### Congestion heat map, run 1

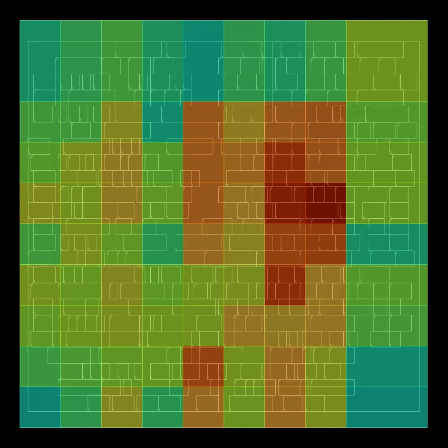
### Sequential cells grouped by signal name, run 1

Scale: 4 px per um. Other cells in grey.
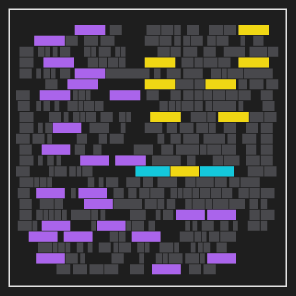
### I/O nets highlighted, run 1

Scale: 6 px per um.
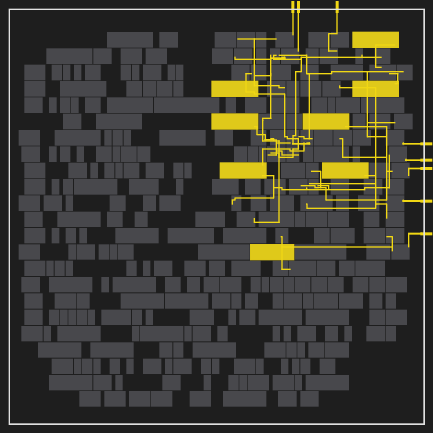
===== src/rtl/instr_fetch.sv =====
// instr_fetch: fetches 24-bit words, issues them by valid/ready and resolves class-11 branches
module instr_fetch (
  input  logic        clk,
  input  logic        rst,
  output logic        mem_req,
  output logic [7:0]  mem_addr,
  input  logic        mem_ack,
  input  logic [23:0] mem_data,
  output logic [23:0] code,
  output logic        code_valid,
  input  logic        code_ready,
  input  logic        branch_valid,
  input  logic        branch_taken,
  input  logic [7:0]  branch_target,
  output logic [7:0]  pc,
  output logic        halted
);
  typedef enum logic [1:0] {FETCH, ISSUE, RESOLVE, HALT} state_t;
  state_t state, state_nxt;
  logic [7:0] pc_nxt;
  always_ff @(posedge clk) begin
    if (rst) begin
      state <= FETCH;
      pc    <= 8'h00;
      code  <= 24'h000000;
    end else begin
      state <= state_nxt;
      pc    <= pc_nxt;
      if (state == FETCH && mem_ack) code <= mem_data;
    end
  end
  always_comb begin
    state_nxt = state;
    pc_nxt    = pc;
    case (state)
      FETCH: state_nxt = mem_ack ? ISSUE : FETCH;
      ISSUE: begin
        if (code_ready) begin
          state_nxt = (&code) ? HALT : (code[23:22] == 2'b11) ? RESOLVE : FETCH;
          pc_nxt    = (!(&code) && code[23:22] != 2'b11) ? pc + 8'd1 : pc;
        end
      end
      RESOLVE: begin
        if (branch_valid) begin
          state_nxt = FETCH;
          pc_nxt    = branch_taken ? branch_target : pc + 8'd1;
        end
      end
      default: state_nxt = HALT;
    endcase
  end
  always_comb begin
    mem_req    = state == FETCH;
    code_valid = state == ISSUE;
    halted     = state == HALT;
    mem_addr   = pc;
  end
endmodule


===== config.mk =====
export PLATFORM = sky130hd
export DESIGN_NAME = instr_fetch
export DESIGN_NICKNAME = d
export VERILOG_FILES = /design/src/rtl/instr_fetch.sv
export SDC_FILE = /design/constraint.sdc
export NUM_CORES = 1
export LEC_CHECK = 0
export CAP_MARGIN = 10
export CORE_MARGIN = 1
export CORE_UTILIZATION = 35
export CTS_CLUSTER_DIAMETER = 30
export DETAILED_ROUTE_END_ITERATION = 8
export HOLD_SLACK_MARGIN = 0.15
export PLACE_DENSITY_LB_ADDON = 0.12
export SYNTH_ARGS = -nofsm -noshare
export SYNTH_HDL_FRONTEND = slang
export SYNTH_SLANG_ARGS = --single-unit

===== constraint.sdc =====
create_clock -name clk -period 1.3 [get_ports clk]
set_input_delay 0.13 -clock clk [delete_from_list [all_inputs] [get_ports clk]]
set_output_delay 0.13 -clock clk [all_outputs]
set_load 0.01 [all_outputs]

==> results.json, run 1 <==
{
  "outcome": "complete, but fails checks",
  "violations": "negative setup slack",
  "m1WireLength_mm": 2.19,
  "ctsHoldBuffers": 0,
  "fmax_ghz": 0.716,
  "hold-worst-slack_ps": 385,
  "crit_start": "state[0]$_SDFFE_PP0P_",
  "crit_path_max_fanout": 5,
  "most_common_cell": "nand2_1",
  "clockPowerShare_pct": 37.0,
  "required_ps": 1510,
  "n_antenna_cell": 0,
  "finalPower_mw": 2.58,
  "cts.repair.resized": 72,
  "h-tree-depth": 2,
  "finalClockPeriodUsage_pct": 107,
  "dr.pass1.iters": 4,
  "tool_warnings": 29,
  "p_leak_nw": 1.29,
  "syn_avg_cell_area_um2": 7.87,
  "mostFrequentLayoutCells": "nand2_1, dlygate4sd2_1, clkdlybuf4s50_1, buf_4, a21oi_1",
  "setup_violations": 8,
  "yosysChipArea_mm2": 0.00157,
  "grt_max_degree": 26,
  "syn_nets": 238,
  "r2r-end": "state[0]$_SDFFE_PP0P_",
  "viasPerCell": 5.07,
  "routed_wl_mm": 5.00,
  "cp-end-kind": "register",
  "layout.cells.most_common": "nand2_1",
  "cp_data_arrival_time_ps": 1600,
  "rsz0062_at_grt": "yes",
  "p_seq_share_pct": 43.6,
  "cts_tree": "yes",
  "drc": 0,
  "start_kind": "register",
  "gr-max-usage-layer": "met2",
  "finalInstanceArea_mm2": 0.00285,
  "instances_no_fill": 358,
  "grt_antenna_before_repair": 0,
  "top_area_share_pct": 43.5,
  "drive_gt1_share_pct": 30.5,
  "place_area_mm2": 0.00258,
  "endpoint": "state[0]$_SDFFE_PP0P_",
  "tns_ps": -388,
  "flop_cell": "dfxtp_1",
  "worst_slack_ps": -96.2,
  "worstSetupPathType": "reg2reg"
}
-- 'Congestion heat map' (at the start) --
overall routing resource usage: 21.3%
grt met1 use: 27.0%
fin util: 68.8%

-- 'Sequential cells grouped by signal name' (at the start) --
[cyan] state | sequential cells: 2
[yellow] mem_addr | sequential cells: 8
[purple] code | sequential cells: 24
sequential group power: 1.13 mW
register area: 707 um2

-- 'I/O nets highlighted' (at the start) --
[yellow] mem_addr | bits: 8 | direction: output | edge: 5 right, 3 top | end cells: 8 | wire: 448 um
port bufs: 80
Top Ports: 81

-- run 1: cells by family (layout without fill, tap and decap cells) --
family	after synthesis	count (layout)	share of synthesized area (%)
flops	34	34	43.5
fa+ha+maj	1	1	0.799
buf+inv	20	127	7.91
mux	1	1	0.639
compound gates	51	52	18.9
simple gates	92	93	28.4
-- run 1: sequential cells by signal, summed over array words and instances, names as in the netlist --
name      count
state         2
code         24
mem_addr      8
-- run 1: cell type report --
class,instances,area [um2]
clock inverters,3,40.0
fillers,357,1290
clock buffers,5,68.8
multi-input cells,147,890
flip-flops and latches,34,707
well taps,50,62.6
repair buffers,118,1080
inverters,1,3.75
-- run 1: worst max-delay path, stage by stage (launching register included) --
cell	delay [ps]
dfxtp_4	370
nor2b_4	150
buf_6	110
nand4_1	80
or4_1	470
a31oi_1	140
### Routed metal, one colour a layer, run 1

Scale: 6 px per um.
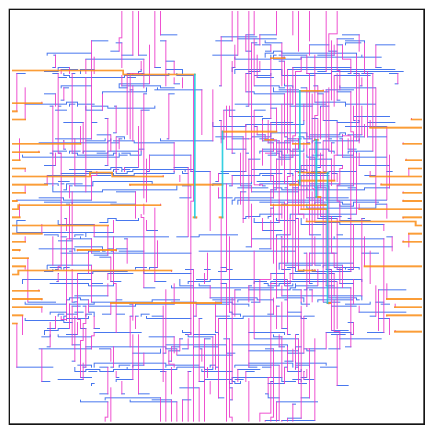

==> inputs of run 2 (changes only) <==
--- a/config.mk
+++ b/config.mk
@@ -6,8 +6,10 @@
 export NUM_CORES = 1
 export LEC_CHECK = 0
 export CAP_MARGIN = 10
+export CELL_PAD_IN_SITES_DETAIL_PLACEMENT = 0
+export CELL_PAD_IN_SITES_GLOBAL_PLACEMENT = 1
 export CORE_MARGIN = 1
-export CORE_UTILIZATION = 35
+export CORE_UTILIZATION = 24
 export CTS_CLUSTER_DIAMETER = 30
 export DETAILED_ROUTE_END_ITERATION = 8
 export HOLD_SLACK_MARGIN = 0.15
### Routed metal, one colour a layer, run 2

Scale: 4 px per um.
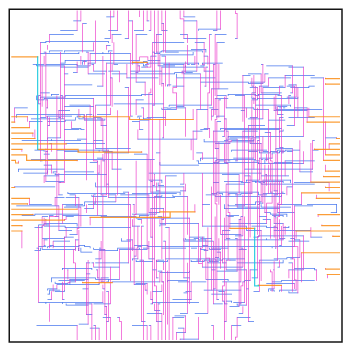
[magenta] met2 | wire length: 3040 um
[cyan] met4 | wire length: 38.6 um
[blue] met1 | wire length: 2410 um
[orange] met3 | wire length: 331 um
overall routing resource usage: 17.0%
routed len/inst: 14.9 um

==> results.json, run 2 <==
{
  "outcome": "complete, but fails checks",
  "violations": "design-rule violations, negative setup slack",
  "n_antenna_cell": 0,
  "p_seq_mw": 1.13,
  "mostFrequentLayoutCells": "nand2_1, dlygate4sd2_1, clkdlybuf4s50_1, buf_4, a21oi_1",
  "syn_avg_cell_area_um2": 7.87,
  "use_met1_pct": 18.6,
  "largest_reg_flops": 24,
  "rsz0062_at_grt": "yes",
  "regArea_um2": 709,
  "drive_gt1_share_pct": 31.9,
  "cp-end-kind": "register",
  "ios": 81,
  "nFillCells": 668,
  "cts_tree": "yes",
  "most_common_cell": "nand2_1",
  "synth.mux.area_fraction_pct": 0.639,
  "setup_violations": 9,
  "yosysChipArea_mm2": 0.00157,
  "synthXorXnorAreaFrac_pct": 0,
  "crit_start": "code[14]$_SDFFE_PP0P_",
  "drc": 2,
  "fmax_ghz": 0.701,
  "r2r-end": "state[0]$_SDFFE_PP0P_",
  "comb_area_um2": 902,
  "port_buffers": 80,
  "routed_wl_mm": 5.82,
  "simple_gate_share_pct": 28.4,
  "required_ps": 1500,
  "hold-worst-slack_ps": 380,
  "m1WireLength_mm": 2.41,
  "p_leak_nw": 1.34,
  "layout.cells.most_common": "nand2_1",
  "worst_slack_ps": -126
}
-- run 2: metrics by stage --
step / instances / area, um2 / total power [mW] / util (%) / setup TNS [ps]
finish: 390 / 3000 / 2.50 / 47.5 / -373
global route: 390 / 3000 / 2.66 / 47.5 / -933
CTS: 386 / 2820 / 2.48 / 44.6 / -468
detailed placement: 371 / 2670 / 1.67 / 42.2 / -2710
global placement: 371 / 2670 / 1.67 / 42.2 / -2410
floorplan: 199 / 1580 / 1.32 / - / -80.3
-- run 2: area by class of cell --
cell class	count	area share, %
inverter	1	0.125
timing repair buffer	123	39.8
tap	77	3.22
clock inverter	1	0.167
multi-input combinational	147	30.1
sequential	34	23.7
clock buffer	7	2.88
-- run 2: worst max-delay path: stages (launching register included) --
cell,delay (ps)
dfxtp_2,330
nand4_1,90
or3_1,380
or4_4,420
a31oi_1,130
### I/O nets highlighted, run 2

Scale: 4 px per um.
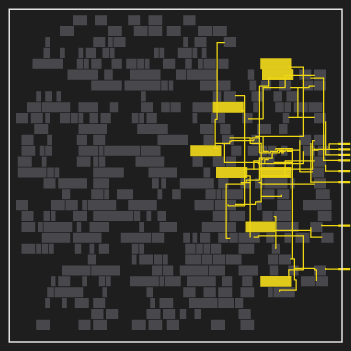

==> inputs of run 3 (changes only) <==
--- a/config.mk
+++ b/config.mk
@@ -5,8 +5,9 @@
 export SDC_FILE = /design/constraint.sdc
 export NUM_CORES = 1
 export LEC_CHECK = 0
+export ABC_AREA = 0
 export CAP_MARGIN = 10
-export CELL_PAD_IN_SITES_DETAIL_PLACEMENT = 0
+export CELL_PAD_IN_SITES_DETAIL_PLACEMENT = 1
 export CELL_PAD_IN_SITES_GLOBAL_PLACEMENT = 1
 export CORE_MARGIN = 1
 export CORE_UTILIZATION = 24
@@ -14,6 +15,7 @@
 export DETAILED_ROUTE_END_ITERATION = 8
 export HOLD_SLACK_MARGIN = 0.15
 export PLACE_DENSITY_LB_ADDON = 0.12
+export SKIP_LAST_GASP = 1
 export SYNTH_ARGS = -nofsm -noshare
 export SYNTH_HDL_FRONTEND = slang
 export SYNTH_SLANG_ARGS = --single-unit
### I/O nets highlighted, run 3

Scale: 4 px per um.
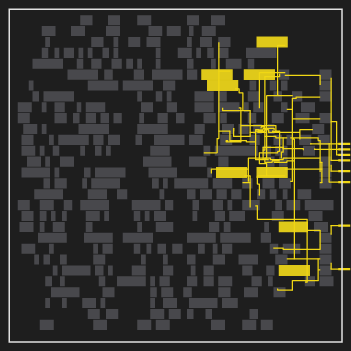
[yellow] mem_addr | bits: 8 | direction: output | edge: right | end cells: 8 | wire: 585 um

==> results.json, run 3 <==
{
  "use_met1_pct": 19.5,
  "area_share_nonclk_buffers_pct": 38.3,
  "tns_ps": -429,
  "worst_slack_ps": -127,
  "sh_comb_area_pct": 28.9,
  "yosysChipArea_mm2": 0.00157,
  "seq_cells": 34,
  "drive_gt1_share_pct": 26.6,
  "hold-worst-slack_ps": 382,
  "p_leak_nw": 1.27,
  "violations": "negative setup slack",
  "nFillCells": 784,
  "crit_chain": "nand4_1, or3_1, or4_1, a31oi_1",
  "outcome": "complete, but fails checks",
  "rsz0062_at_grt": "yes",
  "cp_top_family": "simple AND/OR/NAND/NOR gates",
  "p_seq_mw": 1.13,
  "slowest_stage": "or4_1",
  "routed_wl_mm": 5.65,
  "m1WireLength_mm": 2.37,
  "layout.cells.most_common": "nand2_1",
  "clk_share_pct": 4.00,
  "mostFrequentLayoutCells": "nand2_1, dlygate4sd2_1, clkdlybuf4s50_1, buf_4, a21oi_1",
  "nNonClkBuffers": 117,
  "setup_violations": 9,
  "most_common_cell": "nand2_1"
}
## run 3: cell counts after synthesis
Identical to the previous run, type by type.
## run 3: per-stage QoR
| stage | setup WS [ps] | std cells | power, mW |
|---|---|---|---|
| finish | -127 | 382 | 2.61 |
| global route | -207 | 382 | 2.75 |
| CTS | -160 | 381 | 2.65 |
| detailed placement | -361 | 371 | 1.67 |
| global placement | -300 | 371 | 1.67 |
| floorplan | -47.1 | 199 | 1.32 |
## run 3: worst register-to-register path: cells and delay by family (launching register included)
| family | cells | cell delay (ps) |
|---|---|---|
| and+or+nand+nor | 3 | 870 |
| DFF | 1 | 330 |
| AOI/OAI and AO/OA | 1 | 140 |
Power is estimated from default activity; no workload was simulated.
